Supply network:
Bar = 20 um. Pins as bars on the die edge.
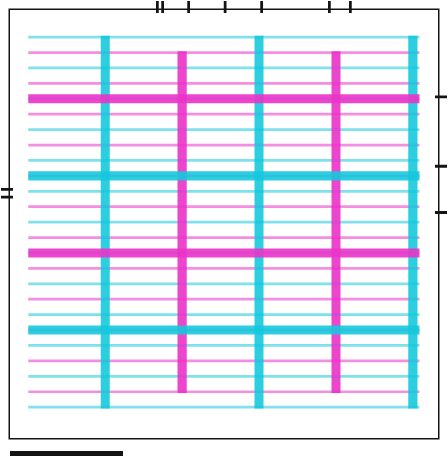
Placed cells, one colour a class:
Bar = 20 um.
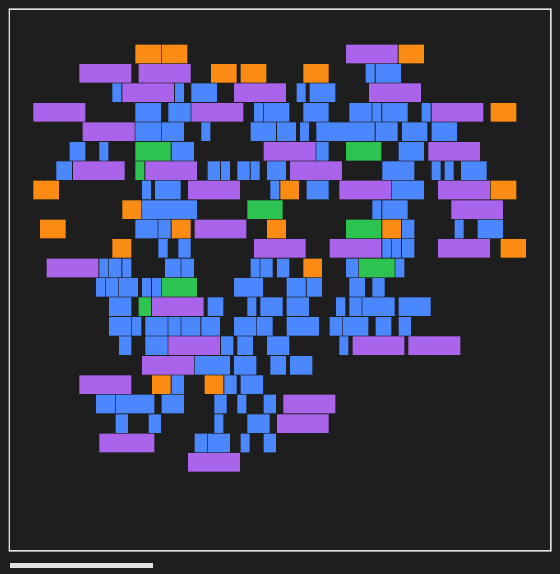
Clock wires, drivers and flops:
Bar = 20 um.
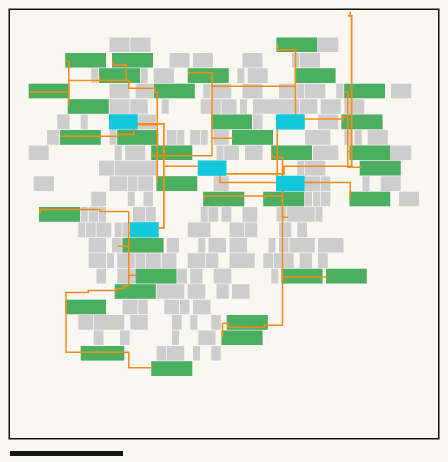
Routed metal, one colour a layer:
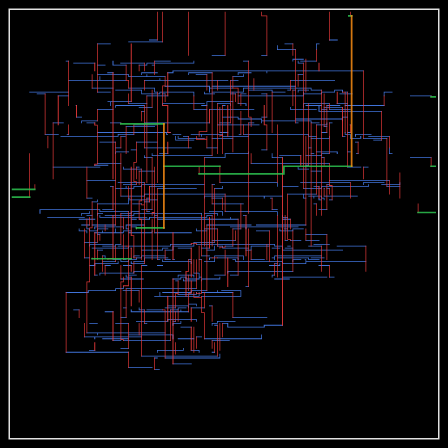
File: src/rtl/uart_receiver.sv
// rtl/uart_receiver.sv - UART receiver: start/data/even-parity/stop deserialiser
//
// Purpose:
//   Receives asynchronous serial frames on UART_Tx_IN. Each frame is a start
//   bit, WORD_LENGTH data bits (LSB first), an even parity bit and one stop
//   bit. Every bit is sampled at mid-bit using a baud counter running at
//   CLKS_PER_BIT = RX_CLKRATE / BAUD clocks per bit.
//
// Ports:
//   r_clk      in   receive clock, rising edge
//   r_rst      in   synchronous active-high reset
//   UART_Tx_IN in   serial line, idles high, asynchronous to r_clk
//   err_ack    out  one-cycle pulse on a completed frame with parity/framing error
//   UART_pckt  out  last correctly received data word, held until the next good frame
module uart_receiver #(
  parameter int WORD_LENGTH = 8,
  parameter int RX_CLKRATE  = 1000000,
  parameter int BAUD        = 9600
) (
  input  logic                   r_clk,
  input  logic                   r_rst,
  input  logic                   UART_Tx_IN,
  output logic                   err_ack,
  output logic [WORD_LENGTH-1:0] UART_pckt
);

  localparam int CLKS_PER_BIT = RX_CLKRATE / BAUD;
  localparam int CNT_W        = (CLKS_PER_BIT > 1) ? $clog2(CLKS_PER_BIT) : 1;
  localparam int IDX_W        = (WORD_LENGTH > 1) ? $clog2(WORD_LENGTH) : 1;

  localparam logic [CNT_W-1:0] CNT_LAST = CNT_W'(CLKS_PER_BIT - 1);
  localparam logic [CNT_W-1:0] CNT_HALF = CNT_W'(CLKS_PER_BIT / 2 - 1);
  localparam logic [IDX_W-1:0] IDX_LAST = IDX_W'(WORD_LENGTH - 1);

  typedef enum logic [2:0] {
    IDLE,
    START,
    DATA,
    PARITY,
    STOP
  } state_t;

  state_t                 state;
  logic                   rx_meta;
  logic                   rx_s;
  logic [CNT_W-1:0]       cnt;
  logic [IDX_W-1:0]       bit_idx;
  logic [WORD_LENGTH-1:0] shift;
  logic                   parity_ok;
  // Set once rx_s has been seen high in IDLE; a start needs a genuine 1->0
  // transition, so a line stuck low after a framing error cannot retrigger.
  logic                   armed;

  // Two-flop synchroniser; resets to the idle (high) line level.
  always_ff @(posedge r_clk) begin
    if (r_rst) begin
      rx_meta <= 1'b1;
      rx_s    <= 1'b1;
    end else begin
      rx_meta <= UART_Tx_IN;
      rx_s    <= rx_meta;
    end
  end

  always_ff @(posedge r_clk) begin
    if (r_rst) begin
      state     <= IDLE;
      cnt       <= '0;
      bit_idx   <= '0;
      shift     <= '0;
      parity_ok <= 1'b0;
      armed     <= 1'b0;
      UART_pckt <= '0;
      err_ack   <= 1'b0;
    end else begin
      err_ack <= 1'b0;
      case (state)
        IDLE: begin
          cnt <= '0;
          if (rx_s) begin
            armed <= 1'b1;
          end else if (armed) begin
            state <= START;
          end
        end

        START: begin
          // Re-check the line half a bit into the start bit to reject glitches.
          if (cnt == CNT_HALF) begin
            cnt     <= '0;
            bit_idx <= '0;
            state   <= rx_s ? IDLE : DATA;
          end else begin
            cnt <= cnt + 1'b1;
          end
        end

        DATA: begin
          if (cnt == CNT_LAST) begin
            cnt            <= '0;
            shift[bit_idx] <= rx_s;
            if (bit_idx == IDX_LAST) begin
              bit_idx <= '0;
              state   <= PARITY;
            end else begin
              bit_idx <= bit_idx + 1'b1;
            end
          end else begin
            cnt <= cnt + 1'b1;
          end
        end

        PARITY: begin
          if (cnt == CNT_LAST) begin
            cnt       <= '0;
            parity_ok <= ~(^shift ^ rx_s);
            state     <= STOP;
          end else begin
            cnt <= cnt + 1'b1;
          end
        end

        STOP: begin
          // Leave at mid-stop-bit so a start bit directly after the stop bit
          // is still caught; armed is cleared so the remaining high half of a
          // good stop bit re-arms, while a low stop bit does not.
          if (cnt == CNT_LAST) begin
            cnt   <= '0;
            armed <= 1'b0;
            if (rx_s && parity_ok) begin
              UART_pckt <= shift;
            end else begin
              err_ack <= 1'b1;
            end
            state <= IDLE;
          end else begin
            cnt <= cnt + 1'b1;
          end
        end

        default: begin
          state <= IDLE;
          cnt   <= '0;
        end
      endcase
    end
  end

endmodule

File: config.mk
export PLATFORM = sky130hd
export DESIGN_NAME = uart_receiver
export DESIGN_NICKNAME = d
export VERILOG_FILES = /design/src/rtl/uart_receiver.sv
export SDC_FILE = /design/constraint.sdc
export NUM_CORES = 1
export LEC_CHECK = 0
export CORE_MARGIN = 3
export CORE_UTILIZATION = 33
export DETAILED_ROUTE_END_ITERATION = 12
export PLACE_DENSITY = 0.59
export SETUP_SLACK_MARGIN = 0.1
export SLEW_MARGIN = 20
export SYNTH_ARGS = -nofsm -noshare
export SYNTH_HDL_FRONTEND = slang
export SYNTH_SLANG_ARGS = --single-unit
File: constraint.sdc
create_clock -name r_clk -period 2 [get_ports r_clk]
set_clock_uncertainty 0.1 [all_clocks]
set_input_delay 0.4 -clock r_clk [delete_from_list [all_inputs] [get_ports r_clk]]
set_output_delay 0.4 -clock r_clk [all_outputs]
set_load 0.01 [all_outputs]
==> flow_summary.toml <==
# implementation run metrics
[status]
outcome = "complete, no violations"

[placement]
numPortBuffers = 11
place.gp.congestion = 0.765
hpwl_mm = 2.10

[yosys]
seq_area_frac_synth_pct = 42.7
synth_nets = 180
postSynthCellCount = 174
ys_cells = 174
yosys.area_share.simple_pct = 27.2
ys_area_um2 = 1590
compound_area_share_pct = 6.91
numSynthFlops = 34
synthTopLogicFamily = "simple AND/OR/NAND/NOR gates"
netlist_area_um2 = 1590
synth-xor-area-share_pct = 7.46
ys_sh_mux_pct = 10.0
ys_warn_count = 0
synth_cell_types = 34
synthAdderAreaFrac_pct = 2.35
synth.avg_cell_area_um2 = 9.16

[layout]
diodes = 0
area_growth_pct = 19.4
layout_top_cell = "dfxtp_1"
final_layout_top_logic_cells = "dfxtp_1 (33), nor2_1 (26), mux2i_1 (16)"
final_layout_size_suffix_gt1_share_pct = 15.8
final_nets = 195

[route]
dr.pass1.iters = 4
vias = 1221
antenna_left = 0
wl_mm = 2.99
avgViaCountPerCell = 5.05
routed_wire_length_per_instance_um = 12.3
drc = 0
drt_first_iter_violations = 60

[global_route]
use_met3_pct = 3.17
antenna_found_initial = 0
grt_pass1_vias = 1077
use_met1_pct = 17.0
grt_usage_pct = 11.6
grt_max_degree = 23
grtUsageMet2_pct = 16.1
grt-ovfl-total = 0
busiest_layer = "met1"
grt_pass1_wl_mm = 5.03

[clock_network]
holdBufCountCts = 0
clkLatencyLatePin_ns = 0.28
numCtsBuffers = 5
htree_num_levels = 2
clk_path_buf_depth = 2
cts-root-buf = "clkbuf_8"
cts_tree = "done"
clkSinkCount = 34
cts.clk_slew.worst_paths_ns = 0.07

[floorplan]
pin_count = 12
chipArea_um2 = 5700
initCoreUtil_pct = 35.4

[setup_path]
ff2ff_path_depth = 6
crit_end = "shift[5]"
cp-start-kind = "register"
cp-end-kind = "register"
critical_path_peak_fanout = 4
reg2reg_from = "cnt[0]"
reg2reg_slack_ns = 0.18
cp.required_ns = 2.07
arrival_ns = 1.89
path_class = "reg2reg"
cp-startpoint = "cnt[0]"
rr_endpoint = "shift[5]"

[pwr]
total_power_mw = 1.24
p_per_area_nw_per_um2 = 651
leakagePower_nw = 0.671

[final_timing]
finalCriticalPeriod_ns = 1.82
slew_headroom_pct = 71.7
finalCritPeriodShare_pct = 90.8
setup_tns_ns = 0
max_freq_mhz = 550
hold_viol = 0
setup_viol = 0
tightestPinTransition_ns = 0.414
slew_viol_final = 0
rsz0062_at_grt = "true"

[run]
warnings = 27
max-cap-violations = 0

[worst_hold_path]
hold_class = "reg2reg"
About 'supply network':
- cyan: VSS
- magenta: VDD
- rows: 24
- met4 straps: 5
- met5 straps: 4
- signal pins: 12
Die X: 75.5 um
Die Height: 75.5 um
VDD IR max: 0.000349 V
Core Area: 4500 um^2

About 'placed cells, one colour a class':
- blue: remaining logic cells (cells 128)
- purple: sequential cells (cells 34)
- green: clock drivers and dummy loads (cells 8)
- orange: remaining buffers and delay cells (cells 20)
Seq/total area: 35.8%
design area: 1900 um^2
post-route core utilization: 42.3%
Std-Cell Rows: 24

About 'clock wires, drivers and flops':
- cyan: clock-net drivers (count 5)
- green: flip-flops (count 34)
- orange: clock wires (length 453 um)
- routed clock nets: 6

About 'routed metal, one colour a layer':
- blue: M1 (wire length 1580 um)
- orange: M4 (wire length 44.9 um)
- red: M2 (wire length 1300 um)
- green: M3 (wire length 69.0 um)

[layer usage]
layer,share of wire (%),vias up
li1,-,635
met1,53,569
met2,43,12
met3,2.3,5
met4,1.5,0
met5,0,-
[report_power, final]
group	total [mW]	switching (mW)	leakage [nW]	internal, mW
Clock	0.519	0.241	0.0482	0.278
Combinational	0.0323	0.0183	0.347	0.0141
Sequential	0.687	0.00548	0.275	0.681
Total	1.24	0.265	0.671	0.973
[synthesized netlist by cell type]
master	number	share of area (%)
a2111oi_0	3	1.6
xnor2_1	7	3.8
ha_1	3	2.4
nor4b_1	1	0.55
nor2b_1	1	0.39
nor3b_1	5	2.4
o21ai_0	2	0.63
or3b_1	1	0.55
buf_2	1	0.31
mux2i_1	16	10
a311oi_1	1	0.55
nor3_1	8	2.5
inv_1	1	0.24
a21oi_1	10	3.1
nand3_1	10	3.1
nand2_1	8	1.9
nand4b_1	2	1.1
nand2b_1	3	1.2
xor2_1	4	2.2
xnor3_1	1	1.4
nor2_1	27	6.4
clkbuf_1	10	2.4
nor4_2	1	0.78
a22oi_1	1	0.47
dfxtp_1	34	43
nand3b_1	2	0.94
nor4_4	1	1.3
o21a_1	1	0.47
nand4_1	3	1.2
and4b_4	1	0.86
nand2_4	1	0.71
and2b_2	1	0.55
or2_2	2	0.78
buf_4	1	0.47
[worst min-delay path by stage]
stage,startpoint,to,cells after the start
finish,rx_meta,rx_s,1
global route,rx_meta,rx_s,1
CTS,rx_meta,rx_s,1
detailed placement,rx_meta,rx_s,1
global placement,rx_meta,rx_s,1
floorplan,rx_meta,rx_s,1
[layout make-up]
class / instances / area [um^2]
Tap cell: 52 / 65.1
Multi-Input combinational cell: 127 / 883
Clock buffer: 7 / 86.3
Fill cell: 448 / 2600
Sequential cell: 34 / 682
Clock inverter: 1 / 5.00
Timing Repair Buffer: 20 / 178
Inverter: 1 / 3.75
[cell families (layout without fill, tap and decap cells)]
| logic type | after synthesis | in the layout |
|---|---|---|
| simple gates | 78 | 78 |
| flops | 34 | 34 |
| compound gates | 18 | 18 |
| mux | 16 | 16 |
| buf+inv | 13 | 29 |
| xor+xnor | 12 | 12 |
| fa+ha+maj | 3 | 3 |
[worst max-delay path: stages (launching register included)]
cell and delay [ns]:
dfxtp_2 0.34, ha_2 0.20, and4b_4 0.28, nand4_1 0.25, nor3b_2 0.28, mux2i_1 0.22, nor2_1 0.05
[what timing repair did]
action / CTS / global route
setup buffers: 0 / 1
gates resized: 0 / 7
endpoints found under the setup margin: 0 / 8
[state kept, by name, indices dropped and copies added, names as in the netlist]
register and flops:
UART_pckt 8, armed 1, bit_idx 3, cnt 7, err_ack 1, parity_ok 1, rx_meta 1, rx_s 1
shift 8, state 3
[stage by stage]
stage | area (um^2) | std cells | utilization [%] | worst slack [ns] | hold WS [ns]
6_report | 1900 | 242 | 42.3 | 0.183 | 0.316
5_1_grt | 1900 | 242 | 42.3 | 0.0797 | 0.329
3_5_place_dp | 1780 | 233 | 39.5 | 0.173 | 0.303
3_3_place_gp | 1780 | 233 | 39.5 | 0.175 | 0.294
4_1_cts | 1870 | 241 | 41.5 | 0.154 | 0.321
2_1_floorplan | 1590 | 174 | - | 0.138 | 0.289
Power is estimated from default activity; no workload was simulated.
